[config.mk]
export PLATFORM = sky130hd
export DESIGN_NAME = period_meter
export DESIGN_NICKNAME = d
export VERILOG_FILES = /design/src/rtl/period_meter_pkg.sv /design/src/rtl/edge_sync.sv /design/src/rtl/period_meter.sv
export SDC_FILE = /design/constraint.sdc
export NUM_CORES = 1
export LEC_CHECK = 0
export ABC_CLOCK_PERIOD_IN_PS = 7250
export CAP_MARGIN = 10
export CORE_ASPECT_RATIO = 1.75
export CORE_MARGIN = 1.5
export CORE_UTILIZATION = 40
export CTS_BUF_LIST = sky130_fd_sc_hd__clkbuf_16
export CTS_CLUSTER_DIAMETER = 150
export DETAILED_ROUTE_END_ITERATION = 10
export GPL_TIMING_DRIVEN = 1
export PLACE_DENSITY = 0.68
export SYNTH_ARGS = -nofsm -noshare
export SYNTH_HDL_FRONTEND = slang
export SYNTH_SLANG_ARGS = --single-unit
[constraint.sdc]
create_clock -name clk -period 7.25 [get_ports clk]
set_input_delay 1.45 -clock clk [delete_from_list [all_inputs] [get_ports clk]]
set_output_delay 1.45 -clock clk [all_outputs]
set_load 0.1 [all_outputs]
[src/rtl/period_meter_pkg.sv]
// Shared types and parameter limits for the period meter.
package period_meter_pkg;

  typedef enum logic [1:0] {
    IDLE = 2'd0,
    MEAS = 2'd1,
    TMO  = 2'd2
  } state_t;

  localparam int WIDTH_MIN    = 8;
  localparam int WIDTH_MAX    = 32;
  localparam int AVG_LOG2_MIN = 0;
  localparam int AVG_LOG2_MAX = 4;
  localparam int LOCK_CNT_MIN = 1;
  localparam int LOCK_CNT_MAX = 15;

  // Wide enough to hold any legal LOCK_CNT.
  localparam int RUN_W = 4;

  function automatic logic in_range(input int v, input int lo, input int hi);
    return (v >= lo) && (v <= hi);
  endfunction

endpackage

[src/rtl/edge_sync.sv]
// Two-flop synchronizer plus history flop; rise marks a synchronized 0->1.
module edge_sync (
  input  logic clk,
  input  logic reset,
  input  logic d_in,
  output logic rise
);

  logic sync1;
  logic sync2;
  logic hist;

  always_ff @(posedge clk) begin
    if (reset) begin
      sync1 <= 1'b0;
      sync2 <= 1'b0;
      hist  <= 1'b0;
    end else begin
      sync1 <= d_in;
      sync2 <= sync1;
      hist  <= sync2;
    end
  end

  assign rise = sync2 & ~hist;

endmodule

[src/rtl/period_meter.sv]
// Measures the period of si in clk cycles with band check, lock and timeout.
// Averaging over 2^AVG_LOG2 periods is built only when PERIOD_METER_AVG_EN is defined.
//
// state | meaning
// IDLE  | no edge seen since reset
// MEAS  | counting cycles since the last edge
// TMO   | counter saturated, waiting for an edge to restart
module period_meter
  import period_meter_pkg::*;
#(
  parameter int WIDTH    = 16,
  parameter int AVG_LOG2 = 2,
  parameter int LOCK_CNT = 3
) (
  input  logic             clk,
  input  logic             reset,
  input  logic             si,
  input  logic [WIDTH-1:0] min_prd,
  input  logic [WIDTH-1:0] max_prd,
  output logic             done_tick,
  output logic [WIDTH-1:0] prd,
  output logic             avg_tick,
  output logic [WIDTH-1:0] avg_prd,
  output logic             in_band,
  output logic             locked,
  output logic             timeout
);

  localparam logic [WIDTH-1:0] CNT_MAX = '1;
  localparam logic [RUN_W-1:0] RUN_TGT = RUN_W'(LOCK_CNT);

  generate
    if (!in_range(WIDTH, WIDTH_MIN, WIDTH_MAX) ||
        !in_range(AVG_LOG2, AVG_LOG2_MIN, AVG_LOG2_MAX) ||
        !in_range(LOCK_CNT, LOCK_CNT_MIN, LOCK_CNT_MAX)) begin : g_param_err
      $error("period_meter: parameter out of legal range");
    end
  endgenerate

  state_t           state;
  state_t           state_nxt;
  logic             rise;
  logic [WIDTH-1:0] cnt;
  logic             emit;
  logic             enter_tmo;
  logic             prd_ok;
  logic [RUN_W-1:0] run;
  logic [RUN_W-1:0] run_inc;

  edge_sync u_edge_sync (
    .clk   (clk),
    .reset (reset),
    .d_in  (si),
    .rise  (rise)
  );

  always_ff @(posedge clk) begin
    if (reset) state <= IDLE;
    else       state <= state_nxt;
  end

  always_comb begin
    state_nxt = state;
    case (state)
      IDLE:    if (rise) state_nxt = MEAS;
      MEAS:    if (!rise && (cnt == CNT_MAX)) state_nxt = TMO;
      TMO:     if (rise) state_nxt = MEAS;
      default: state_nxt = IDLE;
    endcase
  end

  // Only an edge while measuring closes a period; IDLE/TMO edges just restart.
  always_comb begin
    emit      = 1'b0;
    enter_tmo = 1'b0;
    case (state)
      MEAS: begin
        emit      = rise;
        enter_tmo = !rise && (cnt == CNT_MAX);
      end
      default: ;
    endcase
  end

  assign prd_ok  = (min_prd <= cnt) && (cnt <= max_prd);
  assign run_inc = (run == RUN_TGT) ? run : run + 1'b1;

  always_ff @(posedge clk) begin
    if (reset)                                cnt <= '0;
    else if (rise)                            cnt <= WIDTH'(1);
    else if ((state == MEAS) && (cnt != CNT_MAX)) cnt <= cnt + 1'b1;
  end

  always_ff @(posedge clk) begin
    if (reset) begin
      done_tick <= 1'b0;
      prd       <= '0;
      in_band   <= 1'b0;
      locked    <= 1'b0;
      timeout   <= 1'b0;
      run       <= '0;
    end else begin
      done_tick <= emit;
      if (emit) begin
        prd     <= cnt;
        in_band <= prd_ok;
        if (prd_ok) begin
          run    <= run_inc;
          locked <= (run_inc == RUN_TGT);
        end else begin
          run    <= '0;
          locked <= 1'b0;
        end
      end else if (enter_tmo) begin
        timeout <= 1'b1;
        in_band <= 1'b0;
        locked  <= 1'b0;
        run     <= '0;
      end else if ((state == TMO) && rise) begin
        timeout <= 1'b0;
      end
    end
  end

`ifdef PERIOD_METER_AVG_EN
  localparam int ACC_W = WIDTH + AVG_LOG2;
  localparam int SET_W = (AVG_LOG2 > 0) ? AVG_LOG2 : 1;
  localparam logic [SET_W-1:0] SET_LAST = SET_W'((1 << AVG_LOG2) - 1);

  logic [ACC_W-1:0] acc;
  logic [ACC_W-1:0] acc_sum;
  logic [SET_W-1:0] set_cnt;

  assign acc_sum = acc + ACC_W'(cnt);

  always_ff @(posedge clk) begin
    if (reset) begin
      acc      <= '0;
      set_cnt  <= '0;
      avg_prd  <= '0;
      avg_tick <= 1'b0;
    end else begin
      avg_tick <= 1'b0;
      if (emit) begin
        if (set_cnt == SET_LAST) begin
          avg_prd  <= WIDTH'(acc_sum >> AVG_LOG2);
          avg_tick <= 1'b1;
          acc      <= '0;
          set_cnt  <= '0;
        end else begin
          acc     <= acc_sum;
          set_cnt <= set_cnt + 1'b1;
        end
      end else if (enter_tmo) begin
        acc     <= '0;
        set_cnt <= '0;
      end
    end
  end
`else
  assign avg_prd  = prd;
  assign avg_tick = done_tick;
`endif

endmodule

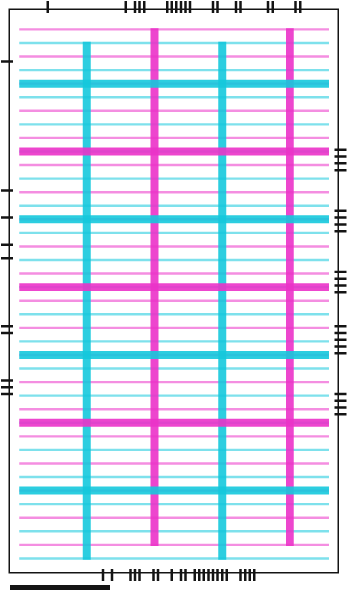
Figure 1: run 1, supply network.
The bar under the picture is 20 um long. Pins as bars on the die edge.
color	net
cyan	VSS
magenta	VDD
signal pins	72
met4 straps	4
met1 rails	40
met5 straps	7

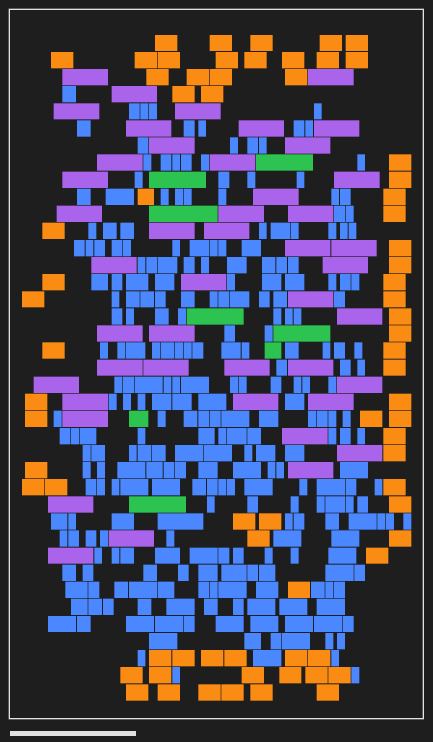
Figure 2: run 1, placement by cell class.
The bar under the picture is 20 um long.
color	class	cells
green	clock drivers and dummy loads	8
purple	flip-flops	45
orange	other buffers and delay cells	72
blue	all other logic	273

==> reports/metrics.cfg, run 1 <==
[global_route]
grt_max_degree = 31
grt_overflow_total = 0
top_usage_layer = met2
grt.met3_usage_pct = 3.18
track_usage_pct = 18.5
met2_usage_pct = 36.9
antenna_found_initial = 0
met1_usage_pct = 16.8

[pwr]
p_comb_uw = 50.1
p_int_uw = 440
p_comb_share_pct = 8.9
pg_seq_uw = 251
peakVddDrop_uv = 120
clock_power_share_pct = 46.4
p_total_uw = 562
power.leakage_nw = 1.37
pg_clk_uw = 261
p_sw_share_pct = 21.8
power_frac_seq_pct = 44.7

[finish]
num-nonclk-buffers = 72
comb_cells = 239
lay_top_count = clkdlybuf4s50_1
drive_above_1_share_pct = 3.77
sh_comb_area_pct = 43.5
nonClkBufAreaFrac_pct = 20.1
fin_nets = 466
comb_area_um2 = 1560
stdcell_count = 480
final_design_area_no_fill_um2 = 3580
seqAreaFraction_pct = 25.2
inverters = 34
utilization_pct = 54.3
area_growth_pct = 30.0
n_antenna_cell = 0
ff_latch_area_um2 = 901

[synthesis]
ff_type = dfxtp_1
ys_seq_share_pct = 32.8
syn_avg_cell_area_um2 = 7.97
yosys_warnings = 0
top_cells_by_count = 50 x nand2_1, 45 x dfxtp_1, 36 x a21oi_1
synthArstFlopShare_pct = 0
ys_area_um2 = 2750
synth-compound-area-share_pct = 13.0
ys_sh_xor_pct = 4.46
syn_area_um2 = 2750
yosys_cells = 345
edf_count = 0
mux_area_share_pct = 0.728
synth.most_common_cell = nand2_1
synth_top_area_share_pct = 32.8
netlist_instances = 345
yosysTopAreaCell = dfxtp_1

[placement]
dp_slack_ns = 3.16
dpl.cell_count = 472
gp_congestion = 0.874
dp_hpwl_um = 5210
io_buffers = 71

[routing]
wl_per_cell_um = 13.6
ant_nets = 0
drc = 0
drt_iter0_drc = 102
wl_met1_um = 2260
route.met3.wl_um = 168
dr_wl_met2_um = 3810
vias = 2479
wirelength_um = 6510
vias_per_cell = 5.16

[sta]
slew_viol_final = 0
relSlewSlack_pct = 27.1
finalCriticalPeriod_ns = 3.83
holdWs_ns = 0.458
tightest_slew_ns = 1.09
rsz0062_at_grt = false
fmax_mhz = 261
fin_ws_ns = 3.42

[floorplanning]
die_area_um2 = 7400
fp.coreArea_um2 = 6590
die_y_um = 113
core_util_floorplan_pct = 41.7
die_w_um = 65.7
taps = 82
pin_count = 72

[worst_setup_path]
crit_start = min_prd[15]
start_kind = input pin
r2r_cells = 8
timing.rr.end = run[3]
crit_type = in2reg
r2r_setup_slack_ns = 4.39
path_buffers = 1
worstSetupPathDepth = 8
r2r_start = cnt[13]
crit_slowest_cell = or4_4
crit_chain = clkdlybuf4s50_1 -> ha_1 -> nand4_2 -> or4_4 -> or3_4 -> a211oi_4 -> nand3_1 -> a31oi_1
crit_family = simple AND/OR/NAND/NOR gates
crit_path_end_kind = flop
crit_path_max_incr_delay_ns = 0.56
crit_fanout = 8
arrival_ns = 4.01

[clocking]
post-cts-setup-buffers = 0
clock_sinks = 45
cts_tree = built
path_clk_slew_ns = 0.06
postCtsHoldBufs = 0
clockBufferDepth = 2
cts_buffers = 5
clock_latency_ns = 0.29

[min_path]
whs_endpoint = u_edge_sync.sync2
min_from = u_edge_sync.sync1
whs_path_depth = 1

[run]
warning_count = 26
maxCapViolations = 0

[outcome]
status = finished clean

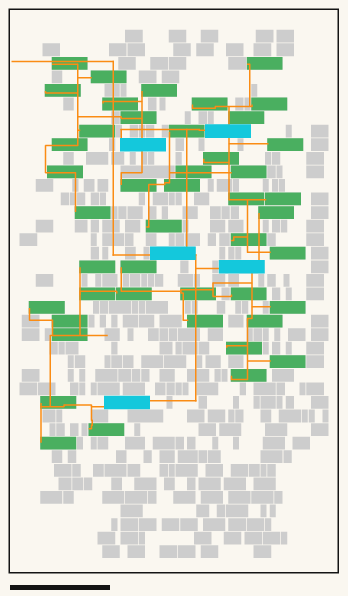
Figure 3: run 1, clock distribution.
The bar under the picture is 20 um long.
[cyan] cells driving clock nets | count: 5
[green] flip-flops | count: 45
[orange] clock wires | length: 578 um
routed clock nets	6

==> run 1 -> run 2 <==
Settings changed: ABC_CLOCK_PERIOD_IN_PS 7250 to 3250, PLACE_DENSITY 0.68 to 0.7.
Clock period 7.25 ns to 3.25 ns, I/O delays scaled along.
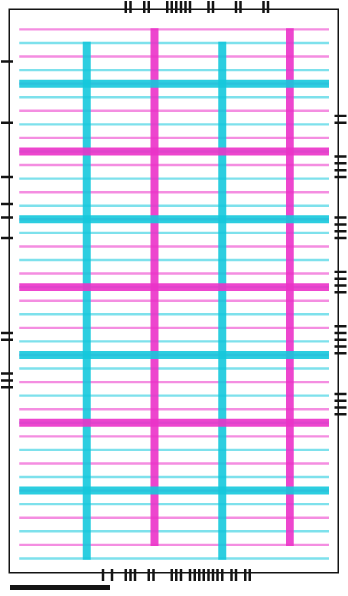
Figure 4: run 2, supply network.
The bar under the picture is 20 um long. Pins as bars on the die edge.
color	net
cyan	VSS
magenta	VDD
met1 rails	40
signal pins	72
Die X: 65.7 um
Max VDD drop: 251 uV
Die Y: 113 um

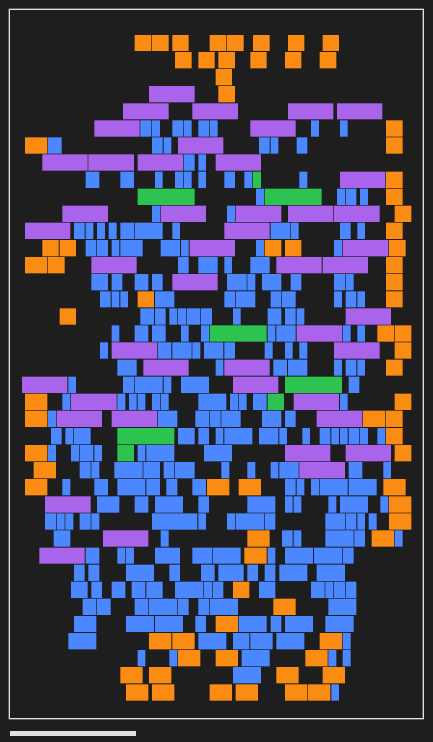
Figure 5: run 2, placement by cell class.
The bar under the picture is 20 um long.
color	class	cells
purple	flip-flops	45
orange	other buffers and delay cells	76
green	clock drivers and dummy loads	8
blue	all other logic	273

==> run 2 against run 1 <==
Final cell count grew 0.83%. Sequential share of layout area increased by 0.65 points. Wire length is 0.11% higher. Register-to-register slack worse by 3.9 ns. Non-clock buffer count rose by 4. Worst hold slack lost 0.023 ns. Power rose by 110%. Area after synthesis did not move. Critical endpoint is now run[0].
==> reports/metrics.cfg, run 2 <==
[synthesis]
synth_top_area_share_pct = 32.8  ; unchanged
ys_sh_xor_pct = 4.46  ; unchanged
synth-compound-area-share_pct = 13.0  ; unchanged
ff_type = dfxtp_1
edf_count = 0  ; unchanged
yosys_cells = 345  ; unchanged
ys_area_um2 = 2750  ; unchanged
top_cells_by_count = 50 x nand2_1, 45 x dfxtp_1, 36 x a21oi_1
synth.most_common_cell = nand2_1
synthArstFlopShare_pct = 0  ; unchanged
netlist_instances = 345  ; unchanged
mux_area_share_pct = 0.728  ; unchanged
yosys_warnings = 0  ; unchanged
ys_seq_share_pct = 32.8  ; unchanged

[worst_setup_path]
crit_slowest_cell = or4_4
crit_family = simple AND/OR/NAND/NOR gates
crit_path_end_kind = flop
crit_type = in2reg
crit_path_max_incr_delay_ns = 0.55  ; about the same
crit_start = min_prd[15]
r2r_setup_slack_ns = 0.50  ; -3.89 ns
timing.rr.end = run[0]
r2r_start = cnt[13]
arrival_ns = 3.16  ; -0.85 ns
r2r_cells = 8  ; unchanged
path_buffers = 1  ; unchanged
crit_fanout = 8  ; unchanged
crit_chain = clkdlybuf4s50_1 -> ha_1 -> nand4_2 -> or4_4 -> or3_4 -> a211oi_4 -> nand3_2 -> a31oi_1
worstSetupPathDepth = 8  ; unchanged
start_kind = input pin

[routing]
drt_iter0_drc = 84  ; -18%
route.met3.wl_um = 227  ; +35%
drc = 0  ; unchanged
wl_per_cell_um = 13.5  ; -0.72%
ant_nets = 0  ; unchanged
dr_wl_met2_um = 3650  ; -4.2%
vias_per_cell = 5.08  ; -1.6%
wirelength_um = 6510  ; +0.11%

[pwr]
power_frac_seq_pct = 48.3  ; +3.6 points
p_comb_share_pct = 9.7  ; +0.8 points
pg_clk_uw = 487  ; +87%
power.leakage_nw = 1.45  ; +6.0%
p_total_mw = 1.16  ; +110%
pg_seq_uw = 560  ; +120%
p_comb_uw = 113  ; +130%
clock_power_share_pct = 42.0  ; -4.4 points
p_sw_share_pct = 22.5  ; +0.64 points

[floorplanning]
die_area_um2 = 7400  ; unchanged
fp.coreArea_um2 = 6590  ; unchanged
core_util_floorplan_pct = 41.7  ; unchanged
pin_count = 72  ; unchanged
taps = 82  ; unchanged

[sta]
rsz0062_at_grt = false
relSlewSlack_pct = 59.3  ; +32 points
fin_ws_ns = 0.307  ; -3.12 ns
slew_viol_final = 0  ; unchanged
holdWs_ns = 0.435  ; -0.0227 ns
finalCriticalPeriod_ns = 2.94
fmax_mhz = 340

[placement]
dpl.cell_count = 476  ; +0.85%
io_buffers = 71  ; unchanged
dp_hpwl_um = 5280  ; +1.5%
gp_congestion = 0.885  ; +1.3%
dp_slack_ns = 0.0197  ; -3.14 ns

[clocking]
clockBufferDepth = 2  ; unchanged
cts_tree = built
post-cts-setup-buffers = 0  ; unchanged
clock_latency_ns = 0.29  ; about the same
clock_sinks = 45  ; unchanged
path_clk_slew_ns = 0.06  ; about the same
cts_buffers = 5  ; unchanged
postCtsHoldBufs = 0  ; unchanged

[global_route]
grt.met3_usage_pct = 3.48  ; +0.30 points
met2_usage_pct = 35.1  ; -1.8 points
grt_max_degree = 31  ; unchanged
track_usage_pct = 18.3  ; -0.29 points
met1_usage_pct = 16.9  ; +0.041 points
antenna_found_initial = 0  ; unchanged

[finish]
fin_nets = 470  ; +0.86%
sh_comb_area_pct = 44.6  ; +1.1 points
area_growth_pct = 26.8
lay_top_count = nand2_1
seqAreaFraction_pct = 25.8  ; +0.65 points
stdcell_count = 484  ; +0.83%
ff_latch_area_um2 = 901  ; unchanged
drive_above_1_share_pct = 13.7  ; +9.9 points
n_antenna_cell = 0  ; unchanged
utilization_pct = 52.9  ; -1.4 points
inverters = 34  ; unchanged
num-nonclk-buffers = 76  ; +5.6%
final_design_area_no_fill_um2 = 3490  ; -2.5%
comb_area_um2 = 1560  ; unchanged
nonClkBufAreaFrac_pct = 18.8  ; -1.3 points

[run]
maxCapViolations = 0  ; unchanged

[min_path]
whs_path_depth = 1  ; unchanged
min_from = u_edge_sync.sync1

[outcome]
status = finished clean

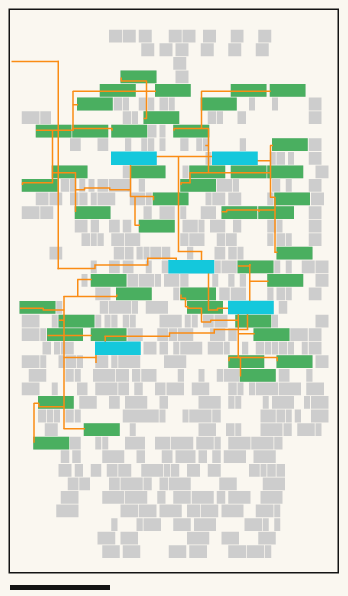
Figure 6: run 2, clock distribution.
The bar under the picture is 20 um long.
[green] flip-flops | count: 45
[cyan] cells driving clock nets | count: 5
[orange] clock wires | length: 558 um
routed clock nets	6

==> run 2 -> run 3 <==
Settings changed: ABC_CLOCK_PERIOD_IN_PS 3250 to 3000, CTS_CLUSTER_SIZE set to 8, PLACE_DENSITY 0.7 to 0.68.
Clock period 3.25 ns to 3 ns, I/O delays scaled along.
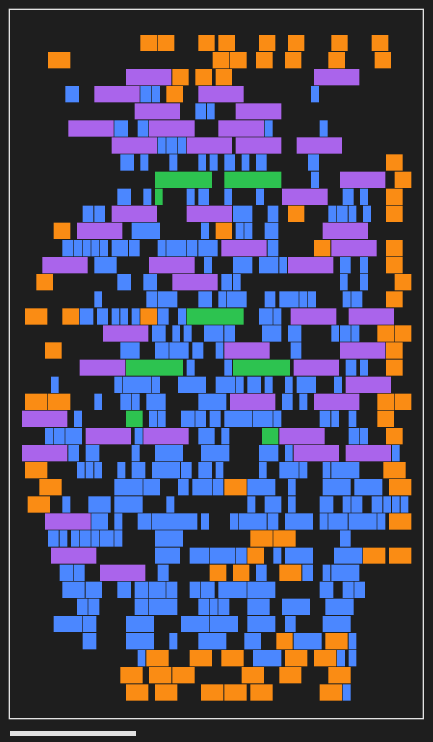
Figure 7: run 3, placement by cell class.
The bar under the picture is 20 um long.
row count: 39
fin util: 53.4%
fraction of area in registers: 25.6%

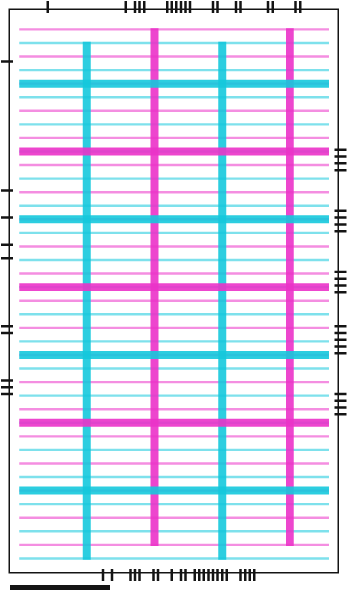
Figure 8: run 3, supply network.
The bar under the picture is 20 um long. Pins as bars on the die edge.
CORE AREA: 6590 um^2
Max VDD drop: 270 uV

==> run 3 against run 2 <==
Worst hold slack improved by 0.0054 ns. Highest routed layer unchanged. Wire length increased by 2.7%. Global-route usage increased by 0.44 points. Sequential power increased by 8.4%. Final cell count increased by 0.83%. Final area increased by 0.86%. Flip-flop count unchanged. Largest cell class unchanged. Sequential share of layout area decreased by 0.22 points.
==> reports/metrics.cfg, run 3 <==
[finish]
sh_comb_area_pct = 44.2  ; -0.38 points
drive_above_1_share_pct = 14.5  ; +0.85 points
inverters = 34  ; unchanged
num-nonclk-buffers = 80  ; +5.3%
fillCellCount = 677
nonClkBufAreaFrac_pct = 19.5  ; +0.69 points
area_growth_pct = 27.8
comb_cells = 239
fin_nets = 474  ; +0.85%
final_cell_mix = 50 x nand2_1, 46 x buf_4, 45 x dfxtp_1
lay_top_count = nand2_1
final-clk-cell-share_pct = 4.09
stdcell_count = 488  ; +0.83%
final_design_area_no_fill_um2 = 3520  ; +0.86%
largestClassByArea = combinational gates
comb_area_um2 = 1560  ; unchanged
flops = 45
n_antenna_cell = 0  ; unchanged
nClkBuffers = 5
ff_latch_area_um2 = 901  ; unchanged

[worst_setup_path]
crit_slowest_cell = or4_4
r2r_setup_slack_ns = 0.28  ; -0.22 ns
crit_fanout = 8  ; unchanged
crit_family = simple AND/OR/NAND/NOR gates
path_buffers = 1  ; unchanged
crit_type = in2reg
crit_chain = clkdlybuf4s50_1 -> ha_1 -> nand4_2 -> or4_4 -> or3_4 -> a211oi_4 -> nand3_2 -> a31oi_1
crit_start = min_prd[13]
r2r_cells = 8  ; unchanged
start_kind = input pin
arrival_ns = 3.05  ; -0.11 ns
crit_path_end_kind = flop
r2r_start = cnt[13]
crit_path_max_incr_delay_ns = 0.55  ; about the same
worstSetupPathDepth = 8  ; unchanged
timing.rr.end = run[0]
worstPathRequired_ns = 3.21

[synthesis]
synthArstFlopShare_pct = 0  ; unchanged
netlist_instances = 345  ; unchanged
yosys_cells = 345  ; unchanged
ys_seq_share_pct = 32.8  ; unchanged
yosys_warnings = 0  ; unchanged
ys_area_um2 = 2750  ; unchanged
mux_area_share_pct = 0.728  ; unchanged
synth.most_common_cell = nand2_1
synthDistinctLibCells = 39
edf_count = 0  ; unchanged
synth_top_area_share_pct = 32.8  ; unchanged
synth-compound-area-share_pct = 13.0  ; unchanged
ys_sh_xor_pct = 4.46  ; unchanged
syn_avg_cell_area_um2 = 7.97
area_leaders = dfxtp_1 33%, ha_1 15%, nand2_1 6.8%
adder_share_pct = 15.5
yosysTopAreaCell = dfxtp_1
fp_nets = 414
ff_type = dfxtp_1
simple_gate_share_pct = 22.9
top_cells_by_count = 50 x nand2_1, 45 x dfxtp_1, 36 x a21oi_1
ys_seq_elements = 45

[global_route]
grt_first_pass_wirelength_um = 10700
top_usage_layer = met2
met1_usage_pct = 18.4  ; +1.6 points
antenna_found_initial = 0  ; unchanged
grt_overflow_total = 0
grt_max_degree = 30  ; -3.2%

[floorplanning]
die_area_um2 = 7400  ; unchanged
taps = 82  ; unchanged
pin_count = 72  ; unchanged
core_util_floorplan_pct = 41.7  ; unchanged
die_y_um = 113  ; unchanged
die_w_um = 65.7  ; unchanged

[outcome]
status = finished clean

[min_path]
hold_path_class = reg2reg
min_from = u_edge_sync.sync1
whs_endpoint = u_edge_sync.sync2
whs_path_depth = 1  ; unchanged

[sta]
rsz0062_at_grt = false
holdWs_ns = 0.441  ; +0.00544 ns
fin_ws_ns = 0.159  ; -0.148 ns
relSlewSlack_pct = 67.4  ; +8.1 points
setup-tns-final_ns = 0
final_hold_viol_count = 0
fin_skew_ns = 0.00560
fmax_mhz = 352
fin_crit_sh_pct = 94.7
slew_viol_final = 0  ; unchanged
tightest_slew_ns = 0.486
finalCriticalPeriod_ns = 2.84

[routing]
dr_wl_met2_um = 3970  ; +8.8%
vias = 2505
wl_met1_um = 2390
highest_layer = met4
wirelength_um = 6690  ; +2.7%
wl_per_cell_um = 13.7  ; +1.9%
ant_nets = 0  ; unchanged
first_pass_iters = 4
vias_per_cell = 5.13  ; +1.0%
drt_iter0_drc = 62  ; -26%
drc = 0  ; unchanged
route.met3.wl_um = 199  ; -12%

[clocking]
clock_latency_ns = 0.28  ; about the same
cts_buffers = 5  ; unchanged
cts-root-buf = clkbuf_16
path_clk_slew_ns = 0.06  ; about the same
cts_tree = built
clock_sinks = 45  ; unchanged
post-cts-setup-buffers = 0  ; unchanged
clockBufferDepth = 2  ; unchanged
postCtsHoldBufs = 0  ; unchanged
cts_resized = 0

[placement]
dp_hpwl_um = 5420  ; +2.7%
gp_congestion = 0.875  ; -1.2%
io_buffers = 71  ; unchanged
dp_slack_ns = -0.171  ; -0.190 ns
dpl.cell_count = 480  ; +0.84%

[pwr]
power_frac_seq_pct = 48.0  ; -0.3 points
p_sw_share_pct = 22.7  ; +0.29 points
pg_clk_uw = 532  ; +9.2%
p_comb_uw = 127  ; +10%
power_leader = registers
power.leakage_nw = 1.47  ; +1.3%
p_total_mw = 1.27  ; +9.0%
switchingPower_uw = 288
p_comb_share_pct = 10.0  ; +0.3 points
pg_seq_uw = 607  ; +8.4%
clock_power_share_pct = 42.0  ; about the same

[run]
warning_count = 26
maxCapViolations = 0  ; unchanged

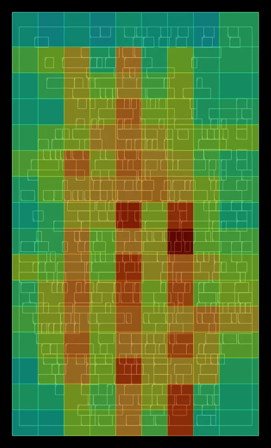
Figure 9: run 3, routing congestion map.
met3 Use GR: 2.68%
M2 GR Usage: 37.8%
Total GRT Usage: 18.7%

Power figures rest on the tool's default switching activity, not on a simulated workload.
